### Zoomed window, run 1

Region (32, 32) to (72, 72) um. Cells in grey, sequential cells in the stronger grey; small squares are vias.
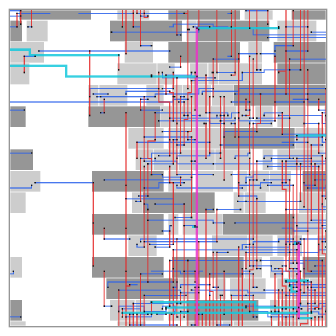
### Signal metal coverage by tile, run 1

The bar under the picture is 20 um long. The die is cut into 21 by 21 equal tiles; white is low, dark blue is high, scaled to the fullest tile. Values are wire area over tile area, all layers added.
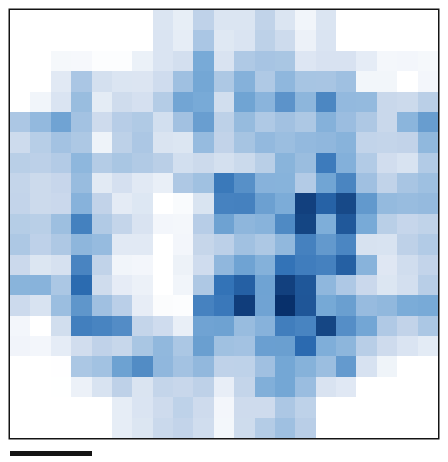
### Metal 3, run 1

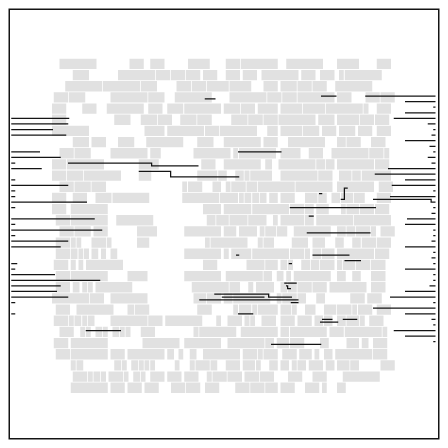
### Clock routing, run 1

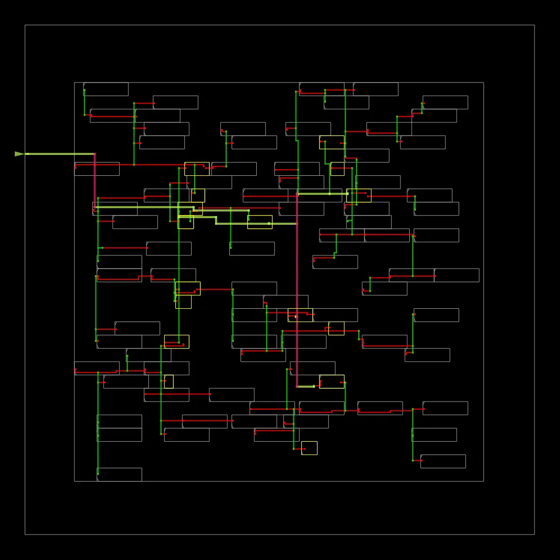
==> config.mk <==
export PLATFORM = sky130hd
export DESIGN_NAME = mem_port_arbiter
export DESIGN_NICKNAME = d
export VERILOG_FILES = /design/src/rtl/mem_port_arbiter.sv
export SDC_FILE = /design/constraint.sdc
export NUM_CORES = 1
export LEC_CHECK = 0
export ABC_CLOCK_PERIOD_IN_PS = 3890
export CORE_MARGIN = 10
export CORE_UTILIZATION = 48
export CTS_BUF_LIST = sky130_fd_sc_hd__clkbuf_4 sky130_fd_sc_hd__clkbuf_8
export CTS_CLUSTER_SIZE = 8
export DETAILED_ROUTE_END_ITERATION = 16
export PLACE_DENSITY = 0.94
export RECOVER_POWER = 25
export SLEW_MARGIN = 15
export SYNTH_ARGS = -nofsm -noshare
export SYNTH_HDL_FRONTEND = slang
export SYNTH_SLANG_ARGS = --single-unit
==> constraint.sdc <==
create_clock -name clk -period 3.89 [get_ports clk]
set_clock_uncertainty 0.15 [all_clocks]
set_input_delay 0.778 -clock clk [delete_from_list [all_inputs] [get_ports clk]]
set_output_delay 0.778 -clock clk [all_outputs]
set_load 0.1 [all_outputs]
==> src/rtl/mem_port_arbiter.sv <==
// Single-port memory arbiter between fetch (I) and memory stage (D): D-priority with an
// I starvation limit, one access in flight, fixed-latency read return with done pulses.
module mem_port_arbiter #(
    parameter int ADDR_W     = 16,
    parameter int DATA_W     = 16,
    parameter int MEM_LAT    = 2,
    parameter int STARVE_MAX = 4
) (
    input  logic              clk,
    input  logic              rst,
    input  logic              i_req,
    input  logic [ADDR_W-1:0] i_addr,
    output logic [DATA_W-1:0] i_rdata,
    output logic              i_done,
    input  logic              d_req,
    input  logic              d_wr,
    input  logic [ADDR_W-1:0] d_addr,
    input  logic [DATA_W-1:0] d_wdata,
    output logic [DATA_W-1:0] d_rdata,
    output logic              d_done,
    output logic              mem_en,
    output logic              mem_wr,
    output logic [ADDR_W-1:0] mem_addr,
    output logic [DATA_W-1:0] mem_wdata,
    input  logic [DATA_W-1:0] mem_rdata,
    output logic              fetch_stall,
    output logic              mem_stall,
    output logic              err
);

    localparam int                CNT_W      = 4;
    localparam int                SC_W       = $clog2(STARVE_MAX + 1);
    localparam logic [CNT_W-1:0]  LAT_INIT   = CNT_W'(MEM_LAT);
    localparam logic [SC_W-1:0]   STARVE_TOP = SC_W'(STARVE_MAX);

    typedef enum logic [1:0] {IDLE, BUSY_I, BUSY_D} state_t;

    typedef struct packed {
        logic              wr;
        logic [ADDR_W-1:0] addr;
        logic [DATA_W-1:0] wdata;
    } req_t;

    state_t            state, state_nxt;
    logic [CNT_W-1:0]  lat_cnt;
    logic [SC_W-1:0]   starve_cnt;
    logic              grant_i, grant_d, finish;
    req_t              win;

    // Arbitration happens only in IDLE, which includes the done cycle of the previous access.
    always_comb begin
        state_nxt  = state;
        grant_i    = 1'b0;
        grant_d    = 1'b0;
        finish     = 1'b0;
        win.wr     = d_wr;
        win.addr   = d_addr;
        win.wdata  = d_wdata;
        case (state)
            IDLE: begin
                if (d_req && !(i_req && starve_cnt == STARVE_TOP)) begin
                    grant_d   = 1'b1;
                    state_nxt = BUSY_D;
                end else if (i_req) begin
                    grant_i   = 1'b1;
                    state_nxt = BUSY_I;
                    win.wr    = 1'b0;
                    win.addr  = i_addr;
                    win.wdata = '0;
                end
            end
            BUSY_I, BUSY_D: begin
                if (lat_cnt == 4'd1) begin
                    finish    = 1'b1;
                    state_nxt = IDLE;
                end
            end
            default: state_nxt = IDLE;
        endcase
    end

    always_ff @(posedge clk or negedge rst) begin
        if (!rst) state <= IDLE;
        else      state <= state_nxt;
    end

    always_ff @(posedge clk or negedge rst) begin
        if (!rst) begin
            mem_en     <= 1'b0;
            mem_wr     <= 1'b0;
            mem_addr   <= '0;
            mem_wdata  <= '0;
            i_rdata    <= '0;
            d_rdata    <= '0;
            i_done     <= 1'b0;
            d_done     <= 1'b0;
            err        <= 1'b0;
            lat_cnt    <= '0;
            starve_cnt <= '0;
        end else begin
            mem_en <= 1'b0;
            mem_wr <= 1'b0;
            i_done <= 1'b0;
            d_done <= 1'b0;
            if (grant_i || grant_d) begin
                mem_en    <= 1'b1;
                mem_wr    <= win.wr;
                mem_addr  <= win.addr;
                mem_wdata <= win.wdata;
                lat_cnt   <= LAT_INIT;
                err       <= err | win.addr[0];
                // Counts only D wins that overtook a waiting fetch.
                if (grant_i || !i_req)
                    starve_cnt <= '0;
                else if (starve_cnt != STARVE_TOP)
                    starve_cnt <= starve_cnt + 1'b1;
            end else if (state != IDLE) begin
                lat_cnt <= lat_cnt - 4'd1;
            end
            if (finish) begin
                if (state == BUSY_I) begin
                    i_rdata <= mem_rdata;
                    i_done  <= 1'b1;
                end else begin
                    d_rdata <= mem_rdata;
                    d_done  <= 1'b1;
                end
            end
        end
    end

    assign fetch_stall = i_req & ~i_done;
    assign mem_stall   = d_req & ~d_done;

endmodule

==> run notes, run 1 <==
Results of an implementation run.

The number of hold violations in the final report is 0. Per the post-synthesis report, the nets total 369. In the global route stage, met1 resource usage came out at 0.209. The cell sequence reported for the critical path is clkdlybuf4s50_1 > nor2b_1 > buf_12. The number of maximum-capacitance violations is 1. The kind of capture point of the worst setup path is an output pin.

The final reports fail on capacitance limit, slew limit. The gate count of the mapped netlist is 294. The floorplan step set the die height to 104 um. Of the post-synthesis cell area, the dominant cell type holds 0.573.

Leaving out filler cells and counting taps, the final layout contains 531. The largest fanout on the critical path is 12. The clock tree from TritonCTS is done. The tally of OpenROAD warnings is 29. The setup total negative slack is 0 ns. The sequential-to-total area share from yosys stat is 0.573. Post-CTS timing repair inserted 0 buffers for setup.

In the setup report, the worst path falls into the class input port to output pin. The placement-stage worst setup slack is 0.789 ns. STA reports the tightest min-delay check as being of type register to register. The cell area that synthesis handed to floorplanning was 3410 um^2. The via count of the first global-routing pass was 2951.

Entering global routing, the biggest net connects 79 pins. In the global route stage, met2 resource usage came out at 0.308. The clock passes through at most 2 buffers.

The maximum clock rate is 0.334 GHz. The total CTS buffers is 9. For the finished layout, the period the worst path requires is 2.99 ns.

The initial core utilization is 0.499. Detailed-route iteration 0 reported a violation count of 138. The total die size is 10900 um^2.

The net total in the final layout is 505. In this run the mean area of a mapped cell was 11.6 um^2. The xor/xnor share of the synthesized area is 0. The number of max-slew violations in the final report is 79.

Of all flip-flops after synthesis, the portion carrying an async set or reset was 1.00. Counting flops with a built-in enable in the synthesized netlist gives 0. The worst register-to-register path depth is 5.

Per the slew report, the remaining headroom to the max-slew limit stands at -0.259. The report puts the hold buffer count at CTS at 0. The simple-gate share of the synthesized area is 0.110. The most used routing layer is met2. The layout stage reports a final design area of 5050 um^2.

The floorplan core area is 6830 um^2. Setup repair after global routing left no endpoint under its margin. The placement stage leaves a total instance area of 4880 um^2. By area the synthesized netlist is led by sky130_fd_sc_hd__dfrtp_1, sky130_fd_sc_hd__mux2_2, sky130_fd_sc_hd__nand2_1, sky130_fd_sc_hd__a22o_1, sky130_fd_sc_hd__mux2_4. For this run, design rule violations remaining after detail routing come to 0. The top layer reached by signal wires is met4.

The initial antenna violation count was 0. The number of buffer cells added on primary ports is 139. The worst setup path is launched from an input port. The buffer-and-inverter tally for the worst setup path is 2. The run finished, with violations left.

According to the Yosys statistics, the synthesized design has a chip area of 3410 um^2. Detailed routing inserted a total of 2777 vias. The gate family responsible for the most delay along the worst path is buffers and inverters.
Back to the opening pictures, 'Zoomed window':
| colour | layer |
|---|---|
| cyan | met3 |
| red | met2 |
| blue | met1 |
| magenta | met4 |
sequential cells in the window: 16
most frequent: dfrtp_1 (16), inv_1 (8), ha_1 (6)
netlist names of flops here include: `lat_cnt` (4), `starve_cnt` (3), `d_rdata` (2)
cells with their middle in the window: 85

Back to the opening pictures, 'Signal metal coverage by tile':
emptiest ninth of the die: north-west
densest ninth of the die: east
nearly empty tiles: 17%
fullest tile: 0.50
mean routed wirelength per cell: 18.5 um
overall track demand over capacity in global routing: 0.178
overall routed net length: 9840 um

Back to the opening pictures, 'Metal 3':
nets with wire on the layer: 90
wire length on this layer: 687 um

Back to the opening pictures, 'Clock routing':
worst skew pair latency: 0.34 ns

-- run 1: flip-flops by register name, summed over array words and instances (netlist names), 2 cells and up --
signal and count:
mem_addr 16, i_rdata 16, starve_cnt 3, mem_wdata 16
d_rdata 16, state 2, lat_cnt 4
-- run 1: placed cells by master (no fill, tap or decap) --
cell / synthesis / routed
sky130_fd_sc_hd__mux2_2: 23 / 23
sky130_fd_sc_hd__nand3b_1: 1 / 1
sky130_fd_sc_hd__and4b_1: 1 / 1
sky130_fd_sc_hd__o2bb2ai_1: 1 / 1
sky130_fd_sc_hd__inv_1: 26 / 26
sky130_fd_sc_hd__clkbuf_2: 0 / 1
sky130_fd_sc_hd__inv_6: 0 / 3
sky130_fd_sc_hd__clkbuf_8: 0 / 9
sky130_fd_sc_hd__a32o_1: 3 / 3
sky130_fd_sc_hd__o21ai_4: 0 / 1
sky130_fd_sc_hd__or3_1: 15 / 15
sky130_fd_sc_hd__nor3b_4: 1 / 1
sky130_fd_sc_hd__mux2i_1: 1 / 1
sky130_fd_sc_hd__nor3b_2: 1 / 1
sky130_fd_sc_hd__nand3_2: 1 / 1
sky130_fd_sc_hd__clkinvlp_4: 0 / 2
sky130_fd_sc_hd__nor2b_1: 3 / 3
sky130_fd_sc_hd__buf_4: 0 / 4
sky130_fd_sc_hd__a31o_2: 1 / 1
sky130_fd_sc_hd__clkdlybuf4s50_1: 0 / 136
sky130_fd_sc_hd__a21boi_0: 1 / 1
sky130_fd_sc_hd__o31ai_1: 1 / 1
sky130_fd_sc_hd__ha_1: 6 / 6
sky130_fd_sc_hd__nand3_1: 3 / 3
sky130_fd_sc_hd__nor2_1: 1 / 1
sky130_fd_sc_hd__mux2_4: 9 / 9
sky130_fd_sc_hd__nand2_1: 39 / 39
sky130_fd_sc_hd__or4_1: 1 / 1
sky130_fd_sc_hd__buf_12: 0 / 1
sky130_fd_sc_hd__o32ai_1: 1 / 1
sky130_fd_sc_hd__and3_1: 1 / 1
sky130_fd_sc_hd__clkinv_2: 0 / 1
sky130_fd_sc_hd__o21ai_0: 20 / 20
sky130_fd_sc_hd__and2_1: 1 / 1
sky130_fd_sc_hd__dfrtp_1: 78 / 78
sky130_fd_sc_hd__a22o_1: 16 / 16
sky130_fd_sc_hd__a31oi_1: 17 / 17
sky130_fd_sc_hd__clkinv_4: 0 / 1
sky130_fd_sc_hd__nand2b_1: 3 / 3
-- run 1: worst paths after layout --
path | from | endpoint | slack [ns]
max in group asynchronous | rst | starve_cnt[2] | 1.66
hold / removal | mem_wdata[0] | mem_wdata[0] | 0.33
setup / recovery | d_req | mem_stall | 0.90
setup reg to reg | lat_cnt[1] | d_rdata[6] | 1.37
hold reg to reg | mem_wdata[0] | mem_wdata[0] | 0.33
min in group asynchronous | rst | mem_addr[4] | 0.79
-- run 1: final cells by class --
cell class,instances,area [um^2]
inverters,26,97.6
well taps,96,120
clock inverters,7,55.1
repair buffers,142,1420
fillers,475,1780
multi-input cells,173,1290
clock buffers,9,124
flip-flops and latches,78,1950
==> run 2: changes to the inputs <==
--- a/config.mk
+++ b/config.mk
@@ -5,13 +5,13 @@
 export SDC_FILE = /design/constraint.sdc
 export NUM_CORES = 1
 export LEC_CHECK = 0
-export ABC_CLOCK_PERIOD_IN_PS = 3890
+export ABC_CLOCK_PERIOD_IN_PS = 3000
 export CORE_MARGIN = 10
-export CORE_UTILIZATION = 48
+export CORE_UTILIZATION = 44
 export CTS_BUF_LIST = sky130_fd_sc_hd__clkbuf_4 sky130_fd_sc_hd__clkbuf_8
 export CTS_CLUSTER_SIZE = 8
 export DETAILED_ROUTE_END_ITERATION = 16
-export PLACE_DENSITY = 0.94
+export PLACE_DENSITY = 0.88
 export RECOVER_POWER = 25
 export SLEW_MARGIN = 15
 export SYNTH_ARGS = -nofsm -noshare
==> constraint.sdc (replaced) <==
create_clock -name clk -period 3 [get_ports clk]
set_clock_uncertainty 0.15 [all_clocks]
set_input_delay 0.6 -clock clk [delete_from_list [all_inputs] [get_ports clk]]
set_output_delay 0.6 -clock clk [all_outputs]
set_load 0.1 [all_outputs]
### Clock routing, run 2

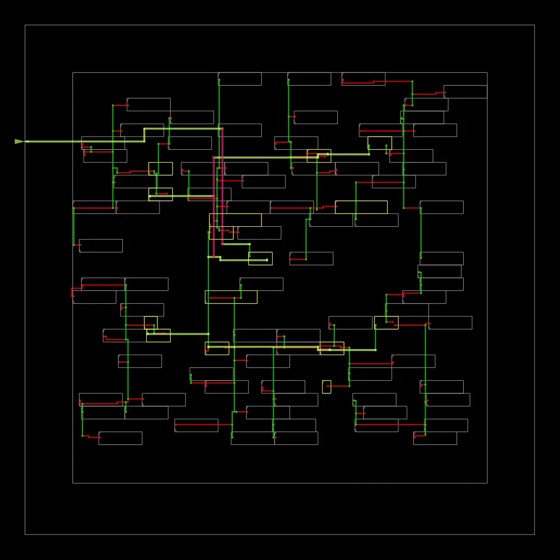
clock buffers created by TritonCTS: 9
sink count of the clock tree: 78
layout clock buffer count: 11
flip-flops: 78

==> run 2 against run 1 <==
- the run still ends with capacitance limit, slew limit left
- final area shrank 1.3%
- first-iteration DRC count shrank 9.4%
- final cell count grew 1.5%
- register-to-register slack lost 0.60 ns
- synthesized cell count is the same
- via count shrank 1.7%
- critical path depth is the same
- non-clock buffer count grew 3
- wire length shrank 7.2%
- largest cell class unchanged
- highest routed layer unchanged
==> run notes, run 2 <==
Results of an implementation run.

The top logic cell by instance count in the layout is sky130_fd_sc_hd__dfrtp_1 (was sky130_fd_sc_hd__clkdlybuf4s50_1). The most used routing layer was met2 (unchanged). The largest fanout on the critical path came to 7 (was 12). The clock slew seen by the registers of the worst setup and hold paths is 0.07 ns (was 0.08 ns).

The minimum clock period is 2.50 ns. The flop-to-flop setup slack came to 0.77 ns (was 1.37 ns). The total die size came to 11700 um^2 (was 10900 um^2).

The number of maximum-capacitance violations is 1 (unchanged). Unrepaired setup endpoints after global routing: no (unchanged). The gate count of the mapped netlist came to 294 (unchanged). The sequential-to-total area share from yosys stat came to 0.573 (unchanged).

The placement-stage worst setup slack is 0.418 ns (was 0.789 ns). The count of hold-fix buffers inserted at cts is 0 (unchanged). The class of the most critical setup path is input port to output pin (unchanged). The number of max-slew violations in the final report came to 79 (unchanged). The met1 track demand over resource is 0.188 (was 0.209). The floorplan core area is 7650 um^2 (was 6830 um^2). The post-route DRC violation count was 0 (unchanged).

The via count of the first global-routing pass is 2942 (was 2951). The placed standard-cell area is 4750 um^2 (was 4880 um^2). The initial core utilization is 0.446 (was 0.499).

The launching element type of the critical path is an input port (unchanged). The count of boundary I/O pins was 140 (unchanged). The post-synthesis cell area is 3410 um^2 (unchanged).

The number of iterations in the first detailed-routing pass is 4 (unchanged). The detailed-route wire length is 9130 um (was 9840 um). Top Layout Cells: sky130_fd_sc_hd__dfrtp_1, sky130_fd_sc_hd__buf_4, sky130_fd_sc_hd__clkdlybuf4s50_1, sky130_fd_sc_hd__nand2_1, sky130_fd_sc_hd__inv_1 (was sky130_fd_sc_hd__clkdlybuf4s50_1, sky130_fd_sc_hd__dfrtp_1, sky130_fd_sc_hd__nand2_1, sky130_fd_sc_hd__inv_1, sky130_fd_sc_hd__mux2_2).

The net count of the mapped netlist is 369 (unchanged). The mean number of vias per cell is 5.06 (was 5.23). The post-CTS setup repair buffer count came to 0 (unchanged). The worst hold margin is 0.331 ns (was 0.332 ns). The tally of OpenROAD warnings is 29 (unchanged). Outcome: complete, but fails checks (unchanged). The kind of capture point of the worst setup path was an output pin (unchanged). The number of hold violations in the final report is 0 (unchanged). The area fraction of the dominant cell type after synthesis is 0.573 (unchanged). The via count of the routed design is 2729 (was 2777). The global-route track usage on met2 is 0.260 (was 0.308). The buffer-and-inverter tally for the worst setup path came to 2 (unchanged). The clock tree from TritonCTS is done (unchanged). The total number of yosys warnings was 0 (unchanged). The post-route cell area was 4990 um^2 (was 5050 um^2).

Failing checks: capacitance limit, slew limit (unchanged). The net total in the final layout is 508 (was 505). The post-synthesis average cell area is 11.6 um^2 (unchanged). The count of fill cells added during filler insertion was 597 (was 475). The chip area estimate from yosys synthesis is 3410 um^2 (unchanged). The y dimension of the die is 108 um (was 104 um). The number of enable-type register cells in the synthesized netlist is 0 (unchanged). The final routed wire length divided by cell count came to 16.9 um (was 18.5 um). The insertion delay of the later-clocked pin in the worst-skew pair is 0.34 ns (about the same). The async set-or-reset flop fraction in the synthesized netlist is 1.00 (unchanged). The largest net degree at the start of global routing came to 79 (unchanged). The number of DRC markers after the initial detailed-route iteration is 125 (was 138). The global-route congestion overflow total is 0 (unchanged). The setup slack after layout is 0.500 ns (was 0.896 ns).

The initial antenna violation count is 0 (unchanged). The setup total negative slack is 0 ns (unchanged). The worst endpoint data arrival time is 1.75 ns (was 2.07 ns). Top cells by area, synth: sky130_fd_sc_hd__dfrtp_1, sky130_fd_sc_hd__mux2_2, sky130_fd_sc_hd__nand2_1, sky130_fd_sc_hd__a22o_1, sky130_fd_sc_hd__mux2_4 (unchanged). The count of inserted antenna diode cells is 0 (unchanged). The global-route usage over all layers is 0.160 (was 0.178).

The total of flip-flops plus latches after synthesis is 78 (unchanged). The gate family responsible for the most delay along the worst path is buffers and inverters (unchanged). Critical path, cell by cell: clkdlybuf4s50_1 > nor2b_1 > buf_12 (unchanged). In this build the clock could be raised as far as 0.400 GHz.

The kind of path behind the tightest hold check is register to register (unchanged). The relative max-transition margin is -0.266 (was -0.259). The largest buffer count on any clock path is 2 (unchanged).

The number of buffer cells added on primary ports is 139 (unchanged).
## run 2: netlist changes by cell type in the layout (fill, tap and decap cells not counted), moves of 2 or more
| cell | change |
|---|---|
| sky130_fd_sc_hd__clkdlybuf4s50_1 | -69 |
| sky130_fd_sc_hd__buf_4 | +71 |
| sky130_fd_sc_hd__inv_6 | -3 |
| sky130_fd_sc_hd__clkinvlp_4 | -2 |
| sky130_fd_sc_hd__bufinv_16 | +3 |
## run 2: tightest hold or removal path: cells and delay by family (launching register included)
kind / cells / cell delay, ns
DFF: 1 / 0.35
AOI/OAI and AO/OA: 1 / 0.06
and+or+nand+nor: 1 / 0.04
## run 2: area by class of cell
| type | count | area (um^2) | share of cell area |
|---|---|---|---|
| inverter | 26 | 97.6 | 0.0196 |
| clock buffer | 11 | 145 | 0.0291 |
| timing repair buffer | 145 | 1280 | 0.256 |
| clock inverter | 4 | 95.1 | 0.0191 |
| multi-input combinational | 173 | 1290 | 0.259 |
| sequential | 78 | 1950 | 0.391 |
| tap | 102 | 128 | 0.0256 |
## run 2: path summary, 6_finish.rpt
path	startpoint	endpoint	cells after the start
worst max-delay path	i_req	fetch_stall	3
worst min-delay path	mem_wdata[10]	mem_wdata[10]	2
worst max register to register	state[1]	mem_addr[8]	5
worst min register to register	mem_wdata[10]	mem_wdata[10]	2
max in group asynchronous	rst	mem_wdata[13]	1
min in group asynchronous	rst	mem_addr[2]	1
## run 2: cell families after synthesis
family,after synthesis,synth area share
mux,33,0.119
buf+inv,43,0.0510
flops,78,0.573
compound gates,62,0.125
fa+ha+maj,6,0.0220
simple gates,72,0.110
## run 2: routing by layer
layer,up-vias,share of wire
li1,1301,-
met1,1309,0.40
met2,104,0.50
met3,15,0.088
met4,0,0.015
met5,-,0
## run 2: per-stage QoR
| step | instances | util |
|---|---|---|
| 3_5_place_dp | 524 | 0.621 |
| 4_1_cts | 539 | 0.652 |
| 6_report | 539 | 0.652 |
| 2_1_floorplan | 294 | - |
| 5_1_grt | 539 | 0.652 |
| 3_3_place_gp | 524 | 0.621 |
==> run 3: changes to the inputs <==
--- a/config.mk
+++ b/config.mk
@@ -5,7 +5,7 @@
 export SDC_FILE = /design/constraint.sdc
 export NUM_CORES = 1
 export LEC_CHECK = 0
-export ABC_CLOCK_PERIOD_IN_PS = 3000
+export ABC_CLOCK_PERIOD_IN_PS = 2590
 export CORE_MARGIN = 10
 export CORE_UTILIZATION = 44
 export CTS_BUF_LIST = sky130_fd_sc_hd__clkbuf_4 sky130_fd_sc_hd__clkbuf_8
==> constraint.sdc (replaced) <==
create_clock -name clk -period 2.59 [get_ports clk]
set_clock_uncertainty 0.15 [all_clocks]
set_input_delay 0.518 -clock clk [delete_from_list [all_inputs] [get_ports clk]]
set_output_delay 0.518 -clock clk [all_outputs]
set_load 0.1 [all_outputs]
### Signal metal coverage by tile, run 3

The bar under the picture is 20 um long. The die is cut into 22 by 22 equal tiles; white is low, dark blue is high, scaled to the fullest tile. Values are wire area over tile area, all layers added.
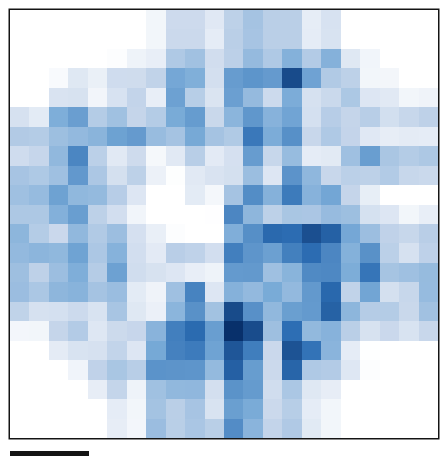
nearly empty tiles: 19%
fullest tile: 0.49
densest ninth of the die: south
mean over tiles: 0.14
tiles over half the peak: 17%
overall routed net length: 9690 um
number of vias in the routed layout: 2785
mean routed wirelength per cell: 17.9 um
overall track demand over capacity in global routing: 0.164

==> run 3 against run 2 <==
- largest cell class unchanged
- first-iteration DRC count fell by 32%
- the run now ends clean
- count of clock-buffer cells in the layout shrank 1
==> run notes, run 3 <==
Results of an implementation run.

The launching element type of the critical path was an input port (unchanged). Unrepaired setup endpoints after global routing: no (unchanged). The y dimension of the die is 108 um (unchanged). The utilization of the core after routing came to 0.659 (was 0.652).

The fraction of the mapped netlist area in adder cells is 0.0220 (unchanged). The total number of yosys warnings came to 0 (unchanged). The gate count of the mapped netlist came to 294 (unchanged).

The sequential-to-total area share from yosys stat came to 0.573 (unchanged). The largest fanout on the critical path is 6 (was 7). The buffer-and-inverter tally for the worst setup path is 2 (unchanged). Outcome: finished clean (was complete, but fails checks). The end point of the critical path is mem_stall (was fetch_stall).

The largest family of logic cells by area is AND-OR/OR-AND gates (unchanged). The chip area estimate from yosys synthesis is 3410 um^2 (unchanged). The total of flip-flops plus latches after synthesis is 78 (unchanged). The flop-to-flop setup slack is 0.29 ns (was 0.77 ns).

The global-route congestion overflow total is 0 (unchanged). The via count of the first global-routing pass came to 2978 (was 2942). The net count of the mapped netlist is 369 (unchanged).

The kind of capture point of the worst setup path is an output pin (unchanged). The count of fill cells added during filler insertion came to 597 (unchanged). Critical path, cell by cell: clkdlybuf4s50_1 > nor2b_2 > buf_12 (was clkdlybuf4s50_1 > nor2b_1 > buf_12). The area fraction of the dominant cell type after synthesis is 0.573 (unchanged). The number of buffer cells added on primary ports is 139 (unchanged). The gate family responsible for the most delay along the worst path is buffers and inverters (unchanged). The initial core utilization is 0.446 (unchanged). The relative max-transition margin is 0.373 (was -0.266).

The mean number of vias per cell came to 5.14 (was 5.06). The top logic cell by instance count in the layout is sky130_fd_sc_hd__dfrtp_1 (unchanged). The top cell type by total area after synthesis is sky130_fd_sc_hd__dfrtp_1 (unchanged). The initial antenna violation count is 0 (unchanged). The total stage count of the critical path is 3 (unchanged). The highest clock rate this design can be run at is 0.430 GHz. The largest net degree at the start of global routing is 41 (was 79).

The start point of the critical path was d_req (was i_req). The detailed placement HPWL is 7270 um (was 6760 um). The async set-or-reset flop fraction in the synthesized netlist is 1.00 (unchanged).

The post-CTS setup repair buffer count was 0 (unchanged). The insertion delay of the later-clocked pin in the worst-skew pair is 0.34 ns (about the same). The setup-violating endpoint count in the final report is 0 (unchanged).

The post-route DRC violation count is 0 (unchanged). The setup total negative slack is 0 ns (unchanged). The worst endpoint data arrival time is 1.66 ns (was 1.75 ns).

The total CTS buffers was 9 (unchanged). The number of DRC markers after the initial detailed-route iteration was 85 (was 125). The count of boundary I/O pins is 140 (unchanged).

The setup slack after layout is 0.266 ns (was 0.500 ns). The number of iterations in the first detailed-routing pass is 4 (unchanged). The tally of OpenROAD warnings is 29 (unchanged). The number of maximum-capacitance violations is 0 (was 1). The largest buffer count on any clock path is 2 (unchanged). The post-synthesis cell area was 3410 um^2 (unchanged). The clock slew seen by the registers of the worst setup and hold paths came to 0.07 ns (about the same).

The clock period could shrink to 2.32 ns. The area fraction in mux cells is 0.119 (unchanged). Top Layout Cells: sky130_fd_sc_hd__dfrtp_1, sky130_fd_sc_hd__buf_4, sky130_fd_sc_hd__clkdlybuf4s50_1, sky130_fd_sc_hd__nand2_1, sky130_fd_sc_hd__inv_1 (unchanged).

The simple-gate share of the synthesized area is 0.110 (unchanged). The clock sink count is 78 (unchanged). The kind of path behind the tightest hold check is register to register (unchanged). The count of inserted antenna diode cells is 0 (unchanged). The number of hold violations in the final report came to 0 (unchanged). The number of max-slew violations in the final report is 0 (was 79).

The number of enable-type register cells in the synthesized netlist is 0 (unchanged). The xor/xnor share of the synthesized area is 0 (unchanged).

The total die size came to 11700 um^2 (unchanged). The post-synthesis average cell area came to 11.6 um^2 (unchanged). The net total in the final layout is 512 (was 508). The class of the most critical setup path was input port to output pin (unchanged). Top cells by area, synth: sky130_fd_sc_hd__dfrtp_1, sky130_fd_sc_hd__mux2_2, sky130_fd_sc_hd__nand2_1, sky130_fd_sc_hd__a22o_1, sky130_fd_sc_hd__mux2_4 (unchanged). The placement-stage worst setup slack was 0.0810 ns (was 0.418 ns). The capture instance of the worst register-to-register path is mem_addr[10] (was mem_addr[8]).
run 3: cells by family (layout without fill, tap and decap cells):
family	count (synthesis)	in the layout
AND/OR/NAND/NOR	72	72
adder cells (fa/ha/maj)	6	6
AND-OR/OR-AND	62	62
buffers and inverters	43	189
multiplexers	33	33
flip-flops	78	78
run 3: metrics by stage:
stage,instance area [um^2],hold WS (ns),cells
after detailed placement,4790,0.322,527
after CTS,5040,0.000867,541
after global routing,5040,0.355,542
final,5040,0.335,542
after global placement,4790,0.304,527
after floorplan,3410,0.0724,294
run 3: cell type report:
cell class | count | area [um^2] | area share
clock inverters | 4 | 120 | 0.0238
well taps | 102 | 128 | 0.0253
clock buffers | 10 | 138 | 0.0273
flip-flops and latches | 78 | 1950 | 0.387
repair buffers | 149 | 1310 | 0.260
inverters | 26 | 97.6 | 0.0194
multi-input cells | 173 | 1290 | 0.257
run 3: timing repair:
item / 4_1_cts / 5_1_grt
resized: 0 / 0
hold buffers: 0 / 1
hold endpoints to repair: 0 / 5
run 3: worst register-to-register path: stages (launching register included):
cell                      delay, ns
sky130_fd_sc_hd__dfrtp_1       0.41
sky130_fd_sc_hd__inv_1         0.07
sky130_fd_sc_hd__ha_1          0.44
sky130_fd_sc_hd__nand2_1       0.45
sky130_fd_sc_hd__or3_1         0.48
sky130_fd_sc_hd__a22o_1        0.19
run 3: worst min-delay path by stage:
stage / startpoint / endpoint / slack, ns / depth (start not counted)
2_1_floorplan: rst / d_done / 0.07 / 0
3_5_place_dp: err / err / 0.32 / 1
5_1_grt: err / err / 0.35 / 1
3_3_place_gp: err / err / 0.30 / 1
6_report: mem_wdata[3] / mem_wdata[3] / 0.34 / 2
4_1_cts: rst / mem_addr[4] / 0.0009 / 1
run 3: metal layers:
| layer | vias to the layer above | routed length, um | share of wire | track usage |
|---|---|---|---|---|
| met2 | 101 | 5140 | 0.53 | 0.281 |
| met4 | 0 | 225 | 0.023 | 0.0544 |
| li1 | 1307 | - | - | - |
| met3 | 18 | 789 | 0.081 | 0.0761 |
| met5 | - | 0 | 0 | 0 |
| met1 | 1359 | 3530 | 0.36 | 0.176 |
